### M1 wires, run 1

Scale bar: 50 um.
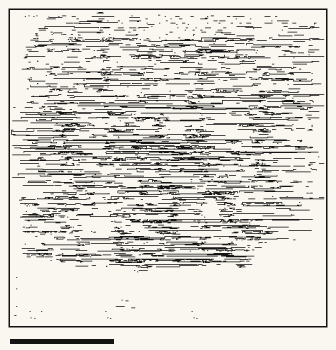
### Metal 2, run 1

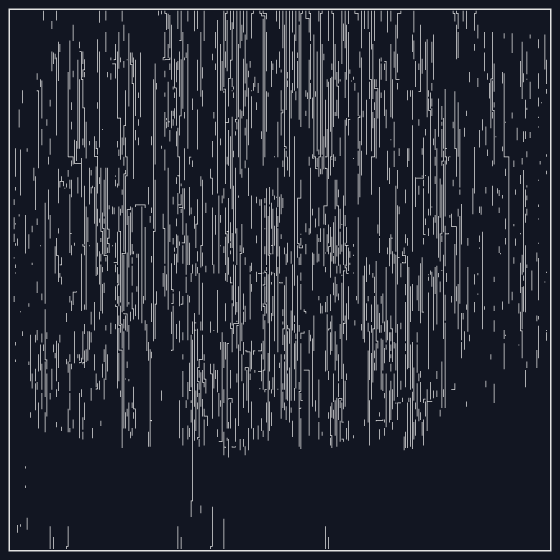
### The metal 3 layer, run 1

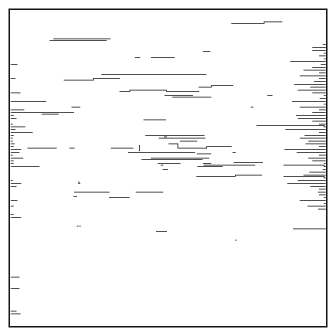
<file path="src/rtl/accel_job_master_if.sv">
// Wishbone classic bus between accel_job_master (master) and the accelerator slave port.
interface accel_job_master_if;
   logic        wbm_cyc_o;
   logic        wbm_stb_o;
   logic        wbm_we_o;
   logic [31:0] wbm_adr_o;
   logic [31:0] wbm_dat_o;
   logic [31:0] wbm_dat_i;
   logic        wbm_ack_i;

   modport master (
      output wbm_cyc_o, wbm_stb_o, wbm_we_o, wbm_adr_o, wbm_dat_o,
      input  wbm_dat_i, wbm_ack_i
   );

   modport slave (
      input  wbm_cyc_o, wbm_stb_o, wbm_we_o, wbm_adr_o, wbm_dat_o,
      output wbm_dat_i, wbm_ack_i
   );
endinterface

</file>
<file path="src/rtl/accel_job_master.sv">
// Wishbone master that configures the matrix accelerator, streams A and B in, fires GO and streams C out.
// Optional ack timeout abort: define ACCEL_ACK_TIMEOUT_EN.
module accel_job_master #(
   parameter logic [31:0] CTRL_BASE      = 32'h3200_0000,
   parameter logic [31:0] RESULT_BASE    = 32'h3200_1000,
   parameter int          TYPE_BW        = 16,
   parameter int          DIM_MAX        = 16,
   parameter int          TIMEOUT_CYCLES = 1024
) (
   input  logic                      wb_clk_i,
   input  logic                      wb_rst_i,
   accel_job_master_if.master        bus,
   input  logic                      start,
   input  logic [31:0]               op,
   input  logic [4:0]                dim,
   input  logic                      in_valid,
   output logic                      in_ready,
   input  logic signed [TYPE_BW-1:0] in_data,
   output logic                      out_valid,
   input  logic                      out_ready,
   output logic signed [TYPE_BW-1:0] out_data,
   output logic                      busy,
   output logic                      done,
   output logic                      error
);

   typedef enum logic [2:0] {IDLE, CFG, LOAD_A, LOAD_B, GO, READ_C, WAIT_OUT, FINISH} state_t;

   state_t      state;
   logic [31:0] op_q;
   logic [4:0]  n;
   logic [8:0]  nn;
   logic [8:0]  idx;
   logic [2:0]  cfg_idx;

   logic        acked;
   logic        last_elem;
   logic        dim_ok;
   logic        issue;
   logic        req_we;
   logic [31:0] req_adr;
   logic [31:0] req_dat;
   logic [31:0] elem_word;
   logic [31:0] b_base;
   logic        unused_hi;

   // An ack only counts while our strobe is up.
   assign acked     = bus.wbm_stb_o && bus.wbm_ack_i;
   assign last_elem = (idx == nn - 9'd1);
   assign dim_ok    = (dim != 5'd0) && ({27'd0, dim} <= DIM_MAX);
   assign in_ready  = ((state == LOAD_A) || (state == LOAD_B)) && !bus.wbm_cyc_o;
   assign elem_word = {{(32-TYPE_BW){in_data[TYPE_BW-1]}}, in_data};
   assign b_base    = CTRL_BASE + 32'd24 + {21'd0, nn, 2'b00};
   assign unused_hi = ^bus.wbm_dat_i[31:TYPE_BW];

   assign issue = !bus.wbm_cyc_o &&
                  ((state == CFG) || (state == GO) || (state == READ_C) ||
                   (((state == LOAD_A) || (state == LOAD_B)) && in_valid));

   always_comb begin
      req_we  = 1'b1;
      req_adr = CTRL_BASE;
      req_dat = '0;
      case (state)
         CFG: begin
            req_adr = CTRL_BASE + {27'd0, cfg_idx, 2'b00};
            req_dat = (cfg_idx == 3'd0) ? op_q : {27'd0, n};
         end
         LOAD_A: begin
            req_adr = CTRL_BASE + 32'd24 + {21'd0, idx, 2'b00};
            req_dat = elem_word;
         end
         LOAD_B: begin
            req_adr = b_base + {21'd0, idx, 2'b00};
            req_dat = elem_word;
         end
         GO: begin
            req_adr = CTRL_BASE + 32'd20;
            req_dat = 32'hFFFF_FFFF;
         end
         READ_C: begin
            req_we  = 1'b0;
            req_adr = RESULT_BASE + {21'd0, idx, 2'b00};
         end
         default: ;
      endcase
   end

`ifdef ACCEL_ACK_TIMEOUT_EN
   localparam int TMO_W = $clog2(TIMEOUT_CYCLES + 1);
   localparam logic [TMO_W-1:0] TMO_LAST = TMO_W'(TIMEOUT_CYCLES - 1);
   logic [TMO_W-1:0] tmo_cnt;
`endif

   always_ff @(posedge wb_clk_i or posedge wb_rst_i) begin
      if (wb_rst_i) begin
         state         <= IDLE;
         op_q          <= '0;
         n             <= '0;
         nn            <= '0;
         idx           <= '0;
         cfg_idx       <= '0;
         bus.wbm_cyc_o <= 1'b0;
         bus.wbm_stb_o <= 1'b0;
         bus.wbm_we_o  <= 1'b0;
         bus.wbm_adr_o <= '0;
         bus.wbm_dat_o <= '0;
         out_valid     <= 1'b0;
         out_data      <= '0;
         busy          <= 1'b0;
         done          <= 1'b0;
         error         <= 1'b0;
`ifdef ACCEL_ACK_TIMEOUT_EN
         tmo_cnt       <= '0;
`endif
      end else begin
         done <= 1'b0;
         // Drop the cycle on ack; a new one can only start after a full idle cycle.
         if (acked) begin
            bus.wbm_cyc_o <= 1'b0;
            bus.wbm_stb_o <= 1'b0;
         end else if (issue) begin
            bus.wbm_cyc_o <= 1'b1;
            bus.wbm_stb_o <= 1'b1;
            bus.wbm_we_o  <= req_we;
            bus.wbm_adr_o <= req_adr;
            bus.wbm_dat_o <= req_dat;
         end

         case (state)
            IDLE: if (start) begin
               if (dim_ok) begin
                  op_q    <= op;
                  n       <= dim;
                  nn      <= 9'(dim) * 9'(dim);
                  cfg_idx <= '0;
                  error   <= 1'b0;
                  busy    <= 1'b1;
                  state   <= CFG;
               end else begin
                  error <= 1'b1;
               end
            end
            CFG: if (acked) begin
               cfg_idx <= cfg_idx + 3'd1;
               if (cfg_idx == 3'd4) begin
                  idx   <= '0;
                  state <= LOAD_A;
               end
            end
            LOAD_A: if (acked) begin
               if (last_elem) begin
                  idx   <= '0;
                  state <= LOAD_B;
               end else begin
                  idx <= idx + 9'd1;
               end
            end
            LOAD_B: if (acked) begin
               if (last_elem) begin
                  idx   <= '0;
                  state <= GO;
               end else begin
                  idx <= idx + 9'd1;
               end
            end
            GO: if (acked) begin
               idx   <= '0;
               state <= READ_C;
            end
            READ_C: if (acked) begin
               out_data  <= bus.wbm_dat_i[TYPE_BW-1:0];
               out_valid <= 1'b1;
               state     <= WAIT_OUT;
            end
            WAIT_OUT: if (out_ready) begin
               out_valid <= 1'b0;
               if (last_elem) begin
                  state <= FINISH;
               end else begin
                  idx   <= idx + 9'd1;
                  state <= READ_C;
               end
            end
            FINISH: begin
               done  <= 1'b1;
               busy  <= 1'b0;
               state <= IDLE;
            end
         endcase

`ifdef ACCEL_ACK_TIMEOUT_EN
         // Abort the whole job if the slave stalls one transaction too long.
         if (bus.wbm_stb_o && !bus.wbm_ack_i) begin
            if (tmo_cnt == TMO_LAST) begin
               bus.wbm_cyc_o <= 1'b0;
               bus.wbm_stb_o <= 1'b0;
               out_valid     <= 1'b0;
               error         <= 1'b1;
               done          <= 1'b1;
               busy          <= 1'b0;
               tmo_cnt       <= '0;
               state         <= IDLE;
            end else begin
               tmo_cnt <= tmo_cnt + 1'b1;
            end
         end else begin
            tmo_cnt <= '0;
         end
`endif
      end
   end

endmodule
</file>
<file path="src/flat_wrapper.sv">
// flat-port wrapper written by rule: the top's interface ports become plain ports
module accel_job_master_flat 
#(
   parameter logic [31:0] CTRL_BASE      = 32'h3200_0000,
   parameter logic [31:0] RESULT_BASE    = 32'h3200_1000,
   parameter int          TYPE_BW        = 16,
   parameter int          DIM_MAX        = 16,
   parameter int          TIMEOUT_CYCLES = 1024
)
  (wb_clk_i, wb_rst_i, start, op, dim, in_valid, in_ready, in_data, out_valid, out_ready, out_data, busy, done, error, bus_wbm_cyc_o, bus_wbm_stb_o, bus_wbm_we_o, bus_wbm_adr_o, bus_wbm_dat_o, bus_wbm_dat_i, bus_wbm_ack_i);
  accel_job_master_if bus_i ();
  input  logic wb_clk_i;
  input  logic wb_rst_i;
  input  logic start;
  input  logic [31:0] op;
  input  logic [4:0] dim;
  input  logic in_valid;
  output logic in_ready;
  input  logic signed [TYPE_BW-1:0] in_data;
  output logic out_valid;
  input  logic out_ready;
  output logic signed [TYPE_BW-1:0] out_data;
  output logic busy;
  output logic done;
  output logic error;
  output wire logic [$bits(bus_i.wbm_cyc_o)-1:0] bus_wbm_cyc_o;
  output wire logic [$bits(bus_i.wbm_stb_o)-1:0] bus_wbm_stb_o;
  output wire logic [$bits(bus_i.wbm_we_o)-1:0] bus_wbm_we_o;
  output wire logic [$bits(bus_i.wbm_adr_o)-1:0] bus_wbm_adr_o;
  output wire logic [$bits(bus_i.wbm_dat_o)-1:0] bus_wbm_dat_o;
  input wire logic [$bits(bus_i.wbm_dat_i)-1:0] bus_wbm_dat_i;
  input wire logic [$bits(bus_i.wbm_ack_i)-1:0] bus_wbm_ack_i;
  assign bus_wbm_cyc_o = bus_i.wbm_cyc_o;
  assign bus_wbm_stb_o = bus_i.wbm_stb_o;
  assign bus_wbm_we_o = bus_i.wbm_we_o;
  assign bus_wbm_adr_o = bus_i.wbm_adr_o;
  assign bus_wbm_dat_o = bus_i.wbm_dat_o;
  assign bus_i.wbm_dat_i = bus_wbm_dat_i;
  assign bus_i.wbm_ack_i = bus_wbm_ack_i;
  accel_job_master #(.CTRL_BASE(CTRL_BASE), .RESULT_BASE(RESULT_BASE), .TYPE_BW(TYPE_BW), .DIM_MAX(DIM_MAX), .TIMEOUT_CYCLES(TIMEOUT_CYCLES)) u_core (.wb_clk_i(wb_clk_i), .wb_rst_i(wb_rst_i), .bus(bus_i), .start(start), .op(op), .dim(dim), .in_valid(in_valid), .in_ready(in_ready), .in_data(in_data), .out_valid(out_valid), .out_ready(out_ready), .out_data(out_data), .busy(busy), .done(done), .error(error));
endmodule
</file>
<file path="config.mk">
export PLATFORM = sky130hd
export DESIGN_NAME = accel_job_master_flat
export DESIGN_NICKNAME = d
export VERILOG_FILES = /design/src/rtl/accel_job_master_if.sv /design/src/rtl/accel_job_master.sv /design/src/flat_wrapper.sv
export SDC_FILE = /design/constraint.sdc
export NUM_CORES = 1
export LEC_CHECK = 0
export CAP_MARGIN = 40
export CELL_PAD_IN_SITES_DETAIL_PLACEMENT = 0
export CELL_PAD_IN_SITES_GLOBAL_PLACEMENT = 2
export CORE_UTILIZATION = 32
export CTS_CLUSTER_SIZE = 10
export DETAILED_ROUTE_END_ITERATION = 8
export GPL_ROUTABILITY_DRIVEN = 0
export GPL_TIMING_DRIVEN = 0
export PLACE_DENSITY = 0.86
export SLEW_MARGIN = 25
export SYNTH_ARGS = -nofsm -noshare
export SYNTH_HDL_FRONTEND = slang
export SYNTH_SLANG_ARGS = --single-unit
</file>
<file path="constraint.sdc">
create_clock -name wb_clk_i -period 8.9 [get_ports wb_clk_i]
set_clock_uncertainty 0.15 [all_clocks]
set_input_delay 1.335 -clock wb_clk_i [delete_from_list [all_inputs] [get_ports wb_clk_i]]
set_output_delay 1.335 -clock wb_clk_i [all_outputs]
set_load 0.03 [all_outputs]
</file>
==> job_summary.md, run 1 <==
### Flow metrics

| Metric | Value |
|---|---|
| Clk slew on worst S/H paths | approximately 0.060 ns |
| Tot Pwr | 2060 uW |
| Row count | 54 |
| Core area | 21900 um2 |
| Non-clock buffers | ~220 |
| Top Consumer | clock |
| Final setup fails | 0 |
| Die W | 152 um |
| ClkCell Share | 0.0605 |
| Dpl cells | around 1200 |
| Simple-Gate Area Share | 0.184 |
| DR pass1 iterations | 6 |
| Unrepaired setup endpoints after global routing | false |
| Peak supply drop | 129 uV |
| First-pass GRT wire length | between 30000 and 40000 um |
| Period Utilization, post-route | 0.510 |
| Largest area contributor in the netlist | dfrtp_1 |
| Clock Tree Buf Depth | 2 |
| Synth Cell Area | 7160 um2 |
| MI comb area | 3600 um2 |
| Number of inserted diodes | 0 |
| Met3 wire len | 1300 um |
| Max incr delay on CP | 0.60 ns |
| Clock group power | around 690 uW |
| Clk pwr share | 0.336 |
| Worst skew pair latency | 0.42 ns |
| Synth top area share | 0.437 |
| Asr flop ratio synth | 1.00 |
| Leading cell kind | multi-input combinational cells |
| Switching power | 724 uW |
| Avg WL per Cell | 16.4 um |
| Top Layer Used | met4 |
| Final Net Count | 1074 |
| Seq group | 688 uW |
| Adder share | 0.0556 |
| Most numerous logic cell after layout | nand2_1 |
| Status | complete, no violations |
| Crit-path max FO | 7 |
| Most common logic cells in the final layout | nand2_1, clkdlybuf4s50_1, dfrtp_1, o21ai_0, a21oi_1 |
| Cells in synth_stat.txt | 774 |
| Share of layout cells above drive strength 1 | 0.130 |
| Number of CTS-inserted buffers | 17 |
| Count of boundary I/O pins | around 180 |
| Non-clock buffer share | 0.194 |
| Total number of yosys warnings | 0 |
| Critical path depth in cells | 13 |
| Initial antenna violation count | 0 |
| WHS Endpoint | u_core.op_q[17]$_DFFE_PP0P_ |
| Worst Hold Depth | 2 |
| Mapped Cells | 774 |
| Number of enable flip-flop cells | 0 |
| Sequential cells | 125 |
| Multi-input comb cells | approximately 570 |
| Hold wc startpoint | u_core.op_q[17]$_DFFE_PP0P_ |
| Final hold slack | roughly 0.32 ns |
| FILL cells | 2197 |
| Largest net degree at the start of global routing | 85 |
| Setup crit end kind | flip-flop |
| Logic share of the area | 0.375 |
| H-tree levels | 4 |
| Max Freq | 220 MHz |
| Syn-to-layout area delta | 34.2% |
| Met1 Usage GRT | 0.251 |
| Cell chain of the critical path | clkdlybuf4s50_1 -> inv_1 -> fa_1 -> inv_1 -> fa_1 -> ha_1 -> a31o_2 -> ha_1 -> a21oi_1 -> o21bai_1 -> a21oi_1 -> xnor2_1 -> o21ai_0 |
| Post-place instance area | roughly 9000 um2 |
| Die area | about 23000 um2 |
| Root Driver | clkbuf_16 |
| Clkbuf count | 19 |
| Worst path slowest cell | clkdlybuf4s50_1 |
| Worst slack at placement | about 3.9 ns |
| Hold crit path type | reg -> reg |
| M1 WL | 9650 um |
| CTS Sinks | about 130 |
| DRC errors left | 0 |
| Worst slew pin tran | 0.864 ns |
| Biggest regs | u_core.bus.wbm_dat_o: 32 flops, u_core.op_q: 32 flops, u_core.out_data: 16 flops |
| Crit path DAT | ~4.7 ns |
| Post-detail-place hpwl | 15300 um |
| Crit path from | dim[2] |
| Max-cap violations | 0 |
| Critical path's top delay family | adder cells |
| Gr usage total | 0.181 |
| Hold Buf Count CTS | 0 |
| Post-synthesis cell type count | roughly 76 |
| Min Tclk post-route | about 4.5 ns |
| Internal power | 1340 uW |
| PnR worst setup slack | 4.36 ns |
| Via/cell ratio | 4.96 |
| Post-CTS sizing | 0 |
| Max-slew violations | 0 |
| Multiplexer share of the synthesized area | 0.0428 |
| Postcts setup bufs | 0 |
| Buf/Inv on CP | 3 |
| Post-route ant nets | 0 |
| Endpoints failing hold | 0 |
| Setup slack, reg-to-reg | 6.19 ns |
| Die span in y | around 150 um |
| Tool warnings | between 40 and 50 |
| Synth Area in XOR/XNOR | 0.0404 |
| Top-count cell post-synth | nand2_1 |
| IO buf count | ~140 |
| Fin cells | 1246 |
| Combinational logic power | 683 uW |
| Gate power share | 0.331 |
| Worst r2r path cells | 10 |
| Slew Limit Headroom | 0.421 |
| Complex Gates by Area | 0.171 |
| Pwr/cell area | 215 nW/um2 |
| Iter 0 DRT Violations | 327 |
| Tapcells | 280 |
| Number of global-route vias before repair | 5854 |
About 'M1 wires':
The wires run mostly horizontal. The longest straight run is 39.1 um.
final wirelength: 20400 um
DR vias: 6174

About 'Metal 2':
The layer holds 45% of the routed length. The longest straight run is 48.6 um. The layer carries 9210 um of wire. The wires run mostly vertical. 841 nets have wire on it.
GR Layer Usage met2: 0.285

About 'The metal 3 layer':
The layer carries 1300 um of wire. The wires run mostly horizontal. 128 nets have wire on it. The longest straight run is 50.1 um.
grt met3 use: 0.0353

### Routing congestion map, run 1

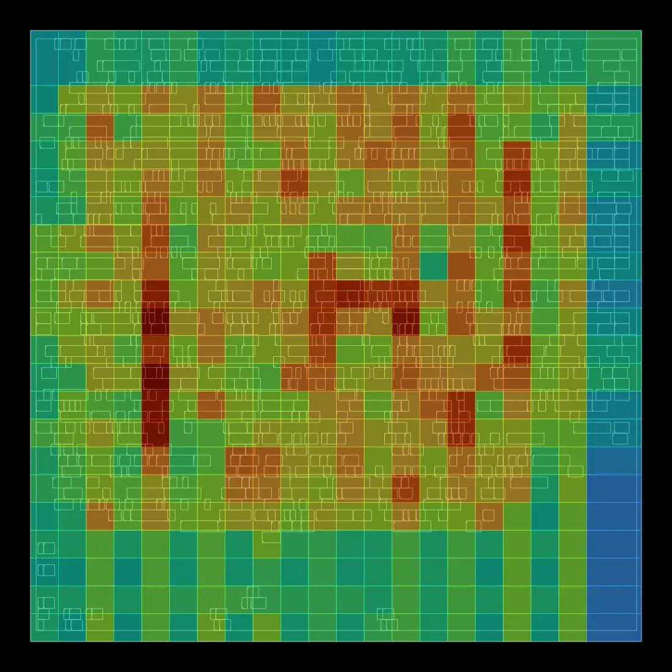

## Run 2: what changed since run 1
--- a/config.mk
+++ b/config.mk
@@ -8,12 +8,12 @@
 export CAP_MARGIN = 40
 export CELL_PAD_IN_SITES_DETAIL_PLACEMENT = 0
 export CELL_PAD_IN_SITES_GLOBAL_PLACEMENT = 2
-export CORE_UTILIZATION = 32
+export CORE_UTILIZATION = 27
 export CTS_CLUSTER_SIZE = 10
 export DETAILED_ROUTE_END_ITERATION = 8
 export GPL_ROUTABILITY_DRIVEN = 0
 export GPL_TIMING_DRIVEN = 0
-export PLACE_DENSITY = 0.86
+export PLACE_DENSITY = 0.77
 export SLEW_MARGIN = 25
 export SYNTH_ARGS = -nofsm -noshare
 export SYNTH_HDL_FRONTEND = slang
==> constraint.sdc (replaced) <==
create_clock -name wb_clk_i -period 4 [get_ports wb_clk_i]
set_clock_uncertainty 0.15 [all_clocks]
set_input_delay 0.6 -clock wb_clk_i [delete_from_list [all_inputs] [get_ports wb_clk_i]]
set_output_delay 0.6 -clock wb_clk_i [all_outputs]
set_load 0.03 [all_outputs]
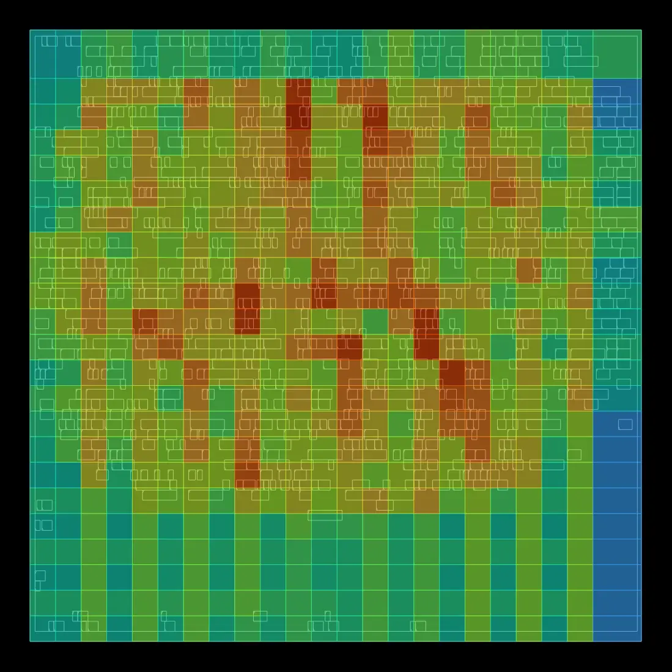
*Routing congestion map, run 2*
Util after Layout: 0.375
GRT busiest layer: met2

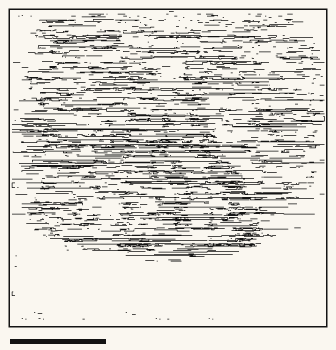
*M1 wires, run 2*
Scale bar: 50 um.
The longest straight run is 70.8 um. 966 nets have wire on it. The layer holds 49% of the routed length.
final wirelength: 21200 um
met1 Usage GRT: 0.227

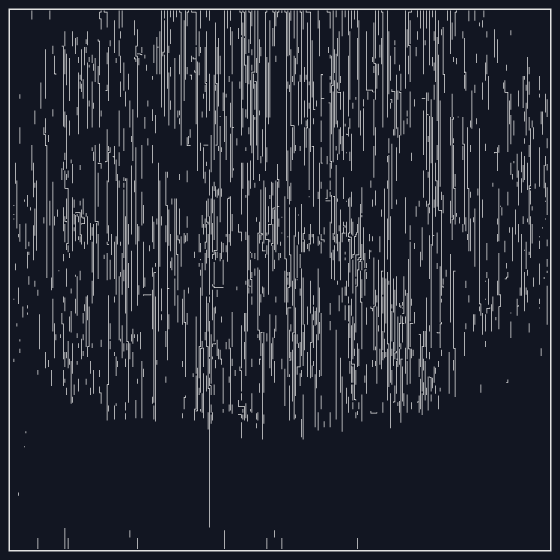
*Metal 2, run 2*
845 nets have wire on it. The longest straight run is 53.5 um. The layer carries 9680 um of wire. The wires run mostly vertical.
GR Layer Usage met2: 0.248
DR vias: 6068

==> job_summary.md, run 2 <==
### Flow metrics

| Metric | Value |
|---|---|
| Status | complete, no violations |
| Gr usage total | 0.160 |
| Period Utilization, post-route | 0.939 |
| CTS Sinks | 125 |
| Worst skew pair latency | 0.42 ns |
| Leading cell kind | multi-input combinational cells |
| Min Tclk post-route | roughly 3.8 ns |
| Max Freq | 266 MHz |
| Pwr/cell area | 474 nW/um2 |
| Clk pwr share | 0.338 |
| Tapcells | 335 |
| Flop area | 3130 um2 |
| First-pass GRT wire length | ~33000 um |
| FILL cells | 2661 |
| IO buf count | 142 |
| MI comb area | about 3600 um2 |
| Critical path depth in cells | 13 |
| Via/cell ratio | 4.65 |
| Gate power share | 0.333 |
| M1 WL | ~10000 um |
| Unrepaired setup endpoints after global routing | false |
| Hold crit path type | reg -> reg |
| Worst slack at placement | -0.229 ns |
| Clkbuf count | 18 |
| Top Layer Used | met4 |
| Clk slew on worst S/H paths | 0.06 ns |
| Number of enable flip-flop cells | 0 |
| Share of layout cells above drive strength 1 | 0.134 |
| Post-synth seq share | 0.437 |
| Iter 0 DRT Violations | a little under 400 |
| Dpl cells | 1273 |
| Post-place instance area | about 9000 um2 |
| Endpoints failing hold | 0 |
| Seq group | 1520 uW |
| Post-detail-place hpwl | 16400 um |
| Buf/Inv on CP | 3 |
| Pre-Place Util | 0.275 |
| Asr flop ratio synth | 1.00 |
| Initial antenna violation count | 0 |
| Die area | 27200 um2 |
| Setup slack, reg-to-reg | 1.26 ns |
| Hold Buf Count CTS | 0 |
| Number of global-route vias before repair | 5892 |
| WP data required | just over 4 ns |
| Number of inserted diodes | 0 |
| Sw Share | 0.356 |
| Peak supply drop | roughly 250 uV |
| Complex Gates by Area | 0.171 |
| Leakage | 0.00449 uW |
| Multiplexer share of the synthesized area | 0.0428 |
| Max incr delay on CP | ~0.6 ns |
| Worst path slowest cell | clkdlybuf4s50_1 |
| Crit Path Category | in -> reg |
| Fin cells | 1305 |
| Synth Cell Area | 7160 um2 |
| Row count | between 50 and 60 |
| Avg WL per Cell | 16.3 um |
| Post-route ant nets | 0 |
| H-tree levels | 4 |
| DRC errors left | 0 |
| Cell chain of the critical path | clkdlybuf4s50_1 -> inv_1 -> fa_1 -> inv_1 -> fa_1 -> ha_1 -> a31o_2 -> ha_1 -> a21oi_1 -> o21bai_1 -> a21oi_1 -> xnor2_1 -> o21ai_0 |
| Sequential cells | 125 |
| WHS Endpoint | u_core.bus.wbm_dat_o[13]$_DFFE_PP0P_ |
| Setup crit end kind | flip-flop |
| Crit-path max FO | 7 |
| PnR worst setup slack | roughly 0.25 ns |
| Inverters | 22 |
| Top Consumer | clock |
| Largest area contributor in the netlist | dfrtp_1 |
| Post-CTS sizing | 0 |
| Internal power | roughly 3000 uW |
| Crit path DAT | 3.89 ns |
| Grt met3 use | 0.0306 |
| Max-slew violations | 0 |
| Tool warnings | 46 |
| Count of boundary I/O pins | between 150 and 200 |
| Worst Hold Depth | 2 |
| Number of CTS-inserted buffers | 17 |
| Die span in y | 165 um |
| Clock group power | between 1500 and 2000 uW |
| Core area | 26100 um2 |
| Slew Limit Headroom | 0.460 |
| Critical path's top delay family | adder cells |
| Worst slew pin tran | 0.805 ns |
| Hold wc startpoint | u_core.bus.wbm_dat_o[13]$_DFFE_PP0P_ |
| Total number of yosys warnings | 0 |
| DR WL met2 | 9680 um |
| ClkCell Share | 0.0605 |
| Max-cap violations | 0 |
| Worst r2r path cells | 10 |
| Crit path from | dim[2] |
| Root Driver | clkbuf_16 |
| Most common logic cells in the final layout | nand2_1, clkdlybuf4s50_1, dfrtp_1, o21ai_0, a21oi_1 |
| Mapped Cells | just under 800 |
| Met3 wire len | 926 um |
| CTS tree | built |
| Gr ovfl total | 0 |
| Simple-Gate Area Share | 0.184 |
| Multi-input comb cells | between 500 and 600 |
| FF-to-FF End | u_core.bus.wbm_adr_o[11]$_DFFE_PP0P_ |
| Non-clock buffer share | 0.200 |
| Final hold slack | 0.325 ns |
| Most numerous logic cell after layout | nand2_1 |
| Non-clock buffers | 221 |
| Syn-to-layout area delta | 36.6% |
| Top-count cell post-synth | nand2_1 |
| Switching power | around 1600 uW |
| Synth Area in XOR/XNOR | 0.0404 |
| Post-synthesis cell type count | 76 |
| Die W | 165 um |
| Tot Pwr | 4630 uW |
| Postcts setup bufs | 0 |
| Final setup fails | 0 |
| Synthesized flop and latch total | 125 |
| Adder share | 0.0556 |
| Cells in synth_stat.txt | 774 |
| DR pass1 iterations | 7 |
| Combinational logic power | roughly 1500 uW |
| Final Net Count | 1078 |
| Largest net degree at the start of global routing | 26 |
| Synth top area share | 0.437 |
| Clock Tree Buf Depth | 2 |
| Biggest regs | u_core.bus.wbm_dat_o: 32 flops, u_core.op_q: 32 flops, u_core.out_data: 16 flops |
| Worst setup SP type | primary input |
| Logic share of the area | 0.368 |
No activity file was given, so power comes from the tool's default toggle rates.
